File: src/rtl/spike_aer_transmitter.sv
// -----------------------------------------------------------------------------
// spike_aer_transmitter
//
// Transmit end of the spike path. Each cycle the spike vector from the neuron
// network is sampled into a per-neuron capture stage (one pending bit plus the
// timestamp at which it fired). The lowest-index pending neuron is moved into
// an event FIFO each cycle. A small FSM drains the FIFO off-block over a
// 4-phase req/ack AER link.
//
// Ports
//   clk           in   clock, all logic on posedge
//   reset         in   asynchronous, active-high reset
//   enable        in   1: sample spikes_in and advance the timestamp
//   spikes_in     in   [N_NEURONS]   bit i = neuron i fired this cycle
//   aer_req       out  4-phase request (registered)
//   aer_ack       in   4-phase acknowledge, already synchronous to clk
//   aer_addr      out  [ADDR_WIDTH]  neuron index of the current event
//   aer_ts        out  [TS_WIDTH]    timestamp of the current event
//   fifo_count    out  [clog2(D)+1]  queued events, 0..FIFO_DEPTH
//   overflow      out  sticky flag, set when any spike is dropped
//   drop_count    out  [8]           saturating count of dropped spikes
//   clear_status  in   synchronous clear of overflow and drop_count
// -----------------------------------------------------------------------------
module spike_aer_transmitter #(
  parameter int unsigned N_NEURONS  = 3,
  parameter int unsigned ADDR_WIDTH = 2,
  parameter int unsigned TS_WIDTH   = 8,
  parameter int unsigned FIFO_DEPTH = 8,
  localparam int unsigned CNT_WIDTH = $clog2(FIFO_DEPTH) + 1
) (
  input  logic                  clk,
  input  logic                  reset,
  input  logic                  enable,
  input  logic [N_NEURONS-1:0]  spikes_in,
  output logic                  aer_req,
  input  logic                  aer_ack,
  output logic [ADDR_WIDTH-1:0] aer_addr,
  output logic [TS_WIDTH-1:0]   aer_ts,
  output logic [CNT_WIDTH-1:0]  fifo_count,
  output logic                  overflow,
  output logic [7:0]            drop_count,
  input  logic                  clear_status
);

  localparam int unsigned PtrWidth = $clog2(FIFO_DEPTH);
  localparam int unsigned EvWidth  = TS_WIDTH + ADDR_WIDTH;

  typedef enum logic [1:0] {
    StIdle,
    StReq,
    StAckLo
  } state_e;

  // ---------------------------------------------------------------------------
  // Free-running timestamp
  // ---------------------------------------------------------------------------
  logic [TS_WIDTH-1:0] ts_q, ts_d;

  always_comb begin
    ts_d = ts_q;
    if (enable) begin
      ts_d = ts_q + TS_WIDTH'(1);  // wraps naturally at 2**TS_WIDTH
    end
  end

  // ---------------------------------------------------------------------------
  // Event FIFO pointers (one extra bit distinguishes full from empty)
  // ---------------------------------------------------------------------------
  logic [PtrWidth:0]  wr_ptr_q, rd_ptr_q;
  logic [EvWidth-1:0] mem_q [FIFO_DEPTH];
  logic [CNT_WIDTH-1:0] count;
  logic               fifo_full;
  logic               fifo_empty;
  logic               push_en;
  logic               pop_en;

  assign count      = wr_ptr_q - rd_ptr_q;
  assign fifo_full  = (count == CNT_WIDTH'(FIFO_DEPTH));
  assign fifo_empty = (count == '0);

  // ---------------------------------------------------------------------------
  // Capture and push stages
  // ---------------------------------------------------------------------------
  logic [N_NEURONS-1:0]  pending_q, pending_d;
  logic [TS_WIDTH-1:0]   ts_lat_q [N_NEURONS];
  logic [TS_WIDTH-1:0]   ts_lat_d [N_NEURONS];
  logic [N_NEURONS-1:0]  sel_vec;
  logic [N_NEURONS-1:0]  push_vec;
  logic [ADDR_WIDTH-1:0] push_idx;
  logic [TS_WIDTH-1:0]   push_ts;
  logic [N_NEURONS-1:0]  drop_vec;

  // Priority select: scan high to low so the lowest pending index wins.
  always_comb begin
    sel_vec  = '0;
    push_idx = '0;
    push_ts  = '0;
    for (int i = N_NEURONS - 1; i >= 0; i--) begin
      if (pending_q[i]) begin
        sel_vec    = '0;
        sel_vec[i] = 1'b1;
        push_idx   = ADDR_WIDTH'(i);
        push_ts    = ts_lat_q[i];
      end
    end
    push_en  = (|pending_q) && !fifo_full;
    push_vec = push_en ? sel_vec : '0;
  end

  // A spike on a neuron that is still pending after this cycle's push is
  // dropped; a neuron being pushed this cycle may re-arm with the new ts.
  always_comb begin
    pending_d = pending_q & ~push_vec;
    ts_lat_d  = ts_lat_q;
    drop_vec  = '0;
    if (enable) begin
      for (int i = 0; i < N_NEURONS; i++) begin
        if (spikes_in[i]) begin
          if (pending_d[i]) begin
            drop_vec[i] = 1'b1;
          end else begin
            pending_d[i] = 1'b1;
            ts_lat_d[i]  = ts_q;
          end
        end
      end
    end
  end

  // ---------------------------------------------------------------------------
  // Drop status
  // ---------------------------------------------------------------------------
  logic       overflow_q, overflow_d;
  logic [7:0] drop_count_q, drop_count_d;
  logic [8:0] drop_num;
  logic [7:0] drop_base;
  logic [8:0] drop_sum;

  always_comb begin
    drop_num = '0;
    for (int i = 0; i < N_NEURONS; i++) begin
      drop_num = drop_num + {8'd0, drop_vec[i]};
    end
    // Clear first, then this cycle's drops are applied on top.
    drop_base  = clear_status ? 8'd0 : drop_count_q;
    overflow_d = clear_status ? 1'b0 : overflow_q;
    if (drop_num != '0) begin
      overflow_d = 1'b1;
    end
    drop_sum     = {1'b0, drop_base} + drop_num;
    drop_count_d = (drop_sum > 9'd255) ? 8'hFF : drop_sum[7:0];
  end

  // ---------------------------------------------------------------------------
  // Transmit FSM
  // ---------------------------------------------------------------------------
  state_e                state_q, state_d;
  logic                  req_q, req_d;
  logic [ADDR_WIDTH-1:0] addr_q, addr_d;
  logic [TS_WIDTH-1:0]   out_ts_q, out_ts_d;
  logic [EvWidth-1:0]    head;

  assign head = mem_q[rd_ptr_q[PtrWidth-1:0]];

  always_comb begin
    state_d  = state_q;
    req_d    = req_q;
    addr_d   = addr_q;
    out_ts_d = out_ts_q;
    pop_en   = 1'b0;
    unique case (state_q)
      StIdle: begin
        // A stale ack seen here is ignored; only FIFO occupancy matters.
        if (!fifo_empty) begin
          pop_en   = 1'b1;
          out_ts_d = head[EvWidth-1:ADDR_WIDTH];
          addr_d   = head[ADDR_WIDTH-1:0];
          req_d    = 1'b1;
          state_d  = StReq;
        end
      end
      StReq: begin
        if (aer_ack) begin
          req_d   = 1'b0;
          state_d = StAckLo;
        end
      end
      StAckLo: begin
        if (!aer_ack) begin
          state_d = StIdle;
        end
      end
      default: begin
        req_d   = 1'b0;
        state_d = StIdle;
      end
    endcase
  end

  // ---------------------------------------------------------------------------
  // State registers
  // ---------------------------------------------------------------------------
  always_ff @(posedge clk or posedge reset) begin
    if (reset) begin
      ts_q         <= '0;
      pending_q    <= '0;
      for (int i = 0; i < N_NEURONS; i++) begin
        ts_lat_q[i] <= '0;
      end
      wr_ptr_q     <= '0;
      rd_ptr_q     <= '0;
      overflow_q   <= 1'b0;
      drop_count_q <= '0;
      state_q      <= StIdle;
      req_q        <= 1'b0;
      addr_q       <= '0;
      out_ts_q     <= '0;
    end else begin
      ts_q         <= ts_d;
      pending_q    <= pending_d;
      ts_lat_q     <= ts_lat_d;
      if (push_en) begin
        wr_ptr_q <= wr_ptr_q + (PtrWidth + 1)'(1);
      end
      if (pop_en) begin
        rd_ptr_q <= rd_ptr_q + (PtrWidth + 1)'(1);
      end
      overflow_q   <= overflow_d;
      drop_count_q <= drop_count_d;
      state_q      <= state_d;
      req_q        <= req_d;
      addr_q       <= addr_d;
      out_ts_q     <= out_ts_d;
    end
  end

  // Storage needs no reset: occupancy is defined by the pointers alone.
  always_ff @(posedge clk) begin
    if (push_en) begin
      mem_q[wr_ptr_q[PtrWidth-1:0]] <= {push_ts, push_idx};
    end
  end

  // ---------------------------------------------------------------------------
  // Outputs
  // ---------------------------------------------------------------------------
  assign aer_req    = req_q;
  assign aer_addr   = addr_q;
  assign aer_ts     = out_ts_q;
  assign fifo_count = count;
  assign overflow   = overflow_q;
  assign drop_count = drop_count_q;

endmodule

File: config.mk
export PLATFORM = sky130hd
export DESIGN_NAME = spike_aer_transmitter
export DESIGN_NICKNAME = d
export VERILOG_FILES = /design/src/rtl/spike_aer_transmitter.sv
export SDC_FILE = /design/constraint.sdc
export NUM_CORES = 1
export LEC_CHECK = 0
export ABC_AREA = 1
export CORE_MARGIN = 4
export CORE_UTILIZATION = 64
export DETAILED_ROUTE_END_ITERATION = 10
export GPL_TIMING_DRIVEN = 0
export PLACE_DENSITY = 0.84
export SYNTH_ARGS = -nofsm -noshare
export SYNTH_HDL_FRONTEND = slang
export SYNTH_SLANG_ARGS = --single-unit
File: constraint.sdc
create_clock -name clk -period 8.5 [get_ports clk]
set_input_delay 0.85 -clock clk [delete_from_list [all_inputs] [get_ports clk]]
set_output_delay 0.85 -clock clk [all_outputs]
set_load 0.05 [all_outputs]
==> metrics.yaml <==
status:
  run_status: "complete, no violations"
timing:
  finalClockSkew_ns: 0.009330
  finalMaxSlewViolations: 0
  relSlewSlack: 0.1908
  hold-worst-slack_ns: 0.4762
  grt_setup_unrepaired: "no"
  final.setup.worst_slack_ns: 3.822
power_and_ir_drop:
  power.share.switching: 0.4088
  p_int_mw: 1.999
  seq-power_mw: 1.24
  ir_drop_v: 0.0003417
  p_comb_frac: 0.399
place:
  place_ws_ns: 3.859
  numPortBuffers: 30
  dp_hpwl_mm: 9.108
synth:
  syn_area_per_cell_sq_um: 10.43
  netlist_instances: 598
  synth-cells-yosys: 598
  synth_sequential_area_ratio: 0.6461
floorplan:
  die_w_um: 106.7
  ios: 32
  initCoreUtil: 0.6654
  chip_area_sq_mm: 0.01139
worst_setup_path:
  cells_along_the_critical_path: "inv_1, clkbuf_1, fa_1, or2_0, nor2_2, nand3_2, nand3_1, nand2_1, buf_2, nor2_1, fa_1, ha_1, fa_1, nand4_1, nor2_1, nand2_1, nor2_1, nand2_1, o21ai_0"
  ff2ff_setup_slack_ns: 3.82
  criticalPathCategory: "flop to flop"
  critPathRequiredTime_ns: 8.88
final_layout:
  mostFrequentLayoutCell: "sky130_fd_sc_hd__nand2_1"
  antenna_cells_inserted: 0
  nonClockInverterCount: 41
  buffer_area_frac: 0.05920
  multi_input_comb_cells: 390
  finalInstanceArea_sq_mm: 0.007355
  combGateArea_sq_mm: 0.001943
grt:
  grt_use_total: 0.2667
  gr-usage-met3: 0.06442
  grt_antenna_before_repair: 0
  global_route_met2_usage: 0.4532
clock_tree:
  clock_tree_from_tritoncts: "yes"
  clockBufferDepth: 2
  cts_repair_resize_count: 0
  htree_num_levels: 4
  clock_slew_seen_by_the_registers_of_the_worst_setup_and_hold_paths_ns: 0.06
hold_path:
  worstHoldStart: "ts_lat_q[6]"
flow_run:
  max_cap_violations: 0
route:
  wl_per_cell_um: 18.09
  vias_per_cell: 5.796
  ant_nets: 0
  highest-signal-layer: "met4"
## synth_stat cells
cell                         n
sky130_fd_sc_hd__a211o_1     1
sky130_fd_sc_hd__or2_2       1
sky130_fd_sc_hd__nand2_1   138
sky130_fd_sc_hd__nand3_1    26
sky130_fd_sc_hd__nor3_1      1
sky130_fd_sc_hd__nand2_4     4
sky130_fd_sc_hd__buf_8       2
sky130_fd_sc_hd__clkbuf_1   14
sky130_fd_sc_hd__nand4_1     2
sky130_fd_sc_hd__ha_1        8
sky130_fd_sc_hd__xor2_1     14
sky130_fd_sc_hd__buf_2       5
sky130_fd_sc_hd__nand2_8     1
sky130_fd_sc_hd__a21oi_1    14
sky130_fd_sc_hd__xnor2_1     1
sky130_fd_sc_hd__fa_1        3
sky130_fd_sc_hd__clkinv_1    2
sky130_fd_sc_hd__inv_2       1
sky130_fd_sc_hd__buf_4       1
sky130_fd_sc_hd__o21ai_2     4
sky130_fd_sc_hd__nor2_2      2
sky130_fd_sc_hd__or2_0       1
sky130_fd_sc_hd__nand3_2     1
sky130_fd_sc_hd__inv_1      38
sky130_fd_sc_hd__o21ai_0    47
sky130_fd_sc_hd__nor2_1     85
sky130_fd_sc_hd__o22ai_1    20
sky130_fd_sc_hd__o21ai_1    11
sky130_fd_sc_hd__nand2_2     4
sky130_fd_sc_hd__edfxtp_1   80
sky130_fd_sc_hd__dfrtp_1    65
sky130_fd_sc_hd__a21boi_0    1
## cells by family after synthesis
| kind of cell | count (synthesis) | share of synthesized area |
|---|---|---|
| compound gates | 98 | 0.08608 |
| xor+xnor | 15 | 0.02107 |
| fa+ha+maj | 11 | 0.02568 |
| buf+inv | 63 | 0.04314 |
| flops | 145 | 0.6461 |
| simple gates | 266 | 0.1780 |
### Port wiring

Scale: 4 px per um.
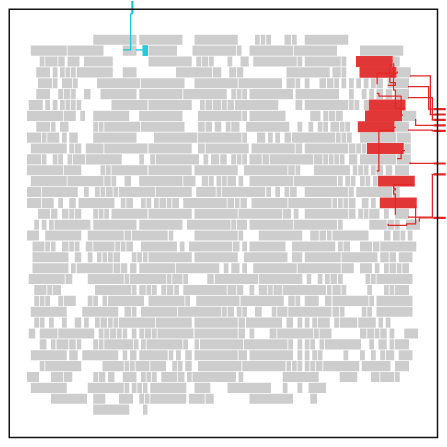
| port | color | bits | direction | edge | end cells | buffers | wire |
|---|---|---|---|---|---|---|---|
| `aer_ts` | red | 8 | output | right | 8 | 8 | 171 um |
| `reset` | cyan | 1 | input | top | 1 | 1 | 13.8 um |

### Clock wires, drivers and flops

Scale: 2 px per um.
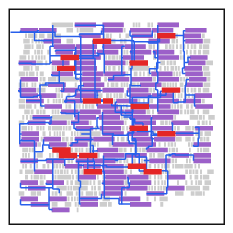
[clock drivers] red | count: 17
[clock wires] blue | length: 1610 um
[flip-flops] purple | count: 145
routed clock nets: 18
flops lie: spread over the die

### Placement view

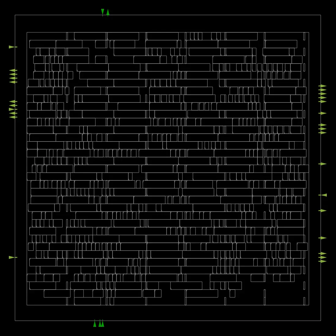
FILL cells: 589
sequential portion of the cell area: 0.5478
Final Instance Count excl. Fillers: 790
flip-flops: 145
core area: 0.009371 sq mm

### Sequential cells colored by netlist name

Scale: 2 px per um. Other sequential cells in the stronger gray, the rest of the logic in the fainter gray.
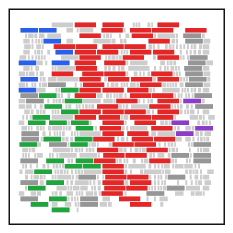
| name in the netlist | color | sequential cells |
|---|---|---|
| `rd_ptr_q` | purple | 4 |
| `mem_q` | red | 80 |
| `drop_count` | blue | 8 |
| `ts_lat_q` | green | 24 |

### Placed cells, one color a class

Scale: 2 px per um.
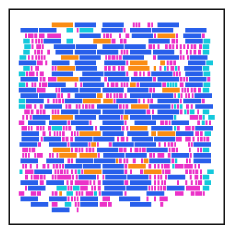
| class | color | cells |
|---|---|---|
| other buffers and delay cells | cyan | 53 |
| combinational and other logic | magenta | 431 |
| flops | blue | 145 |
| clock drivers and dummy loads | orange | 32 |

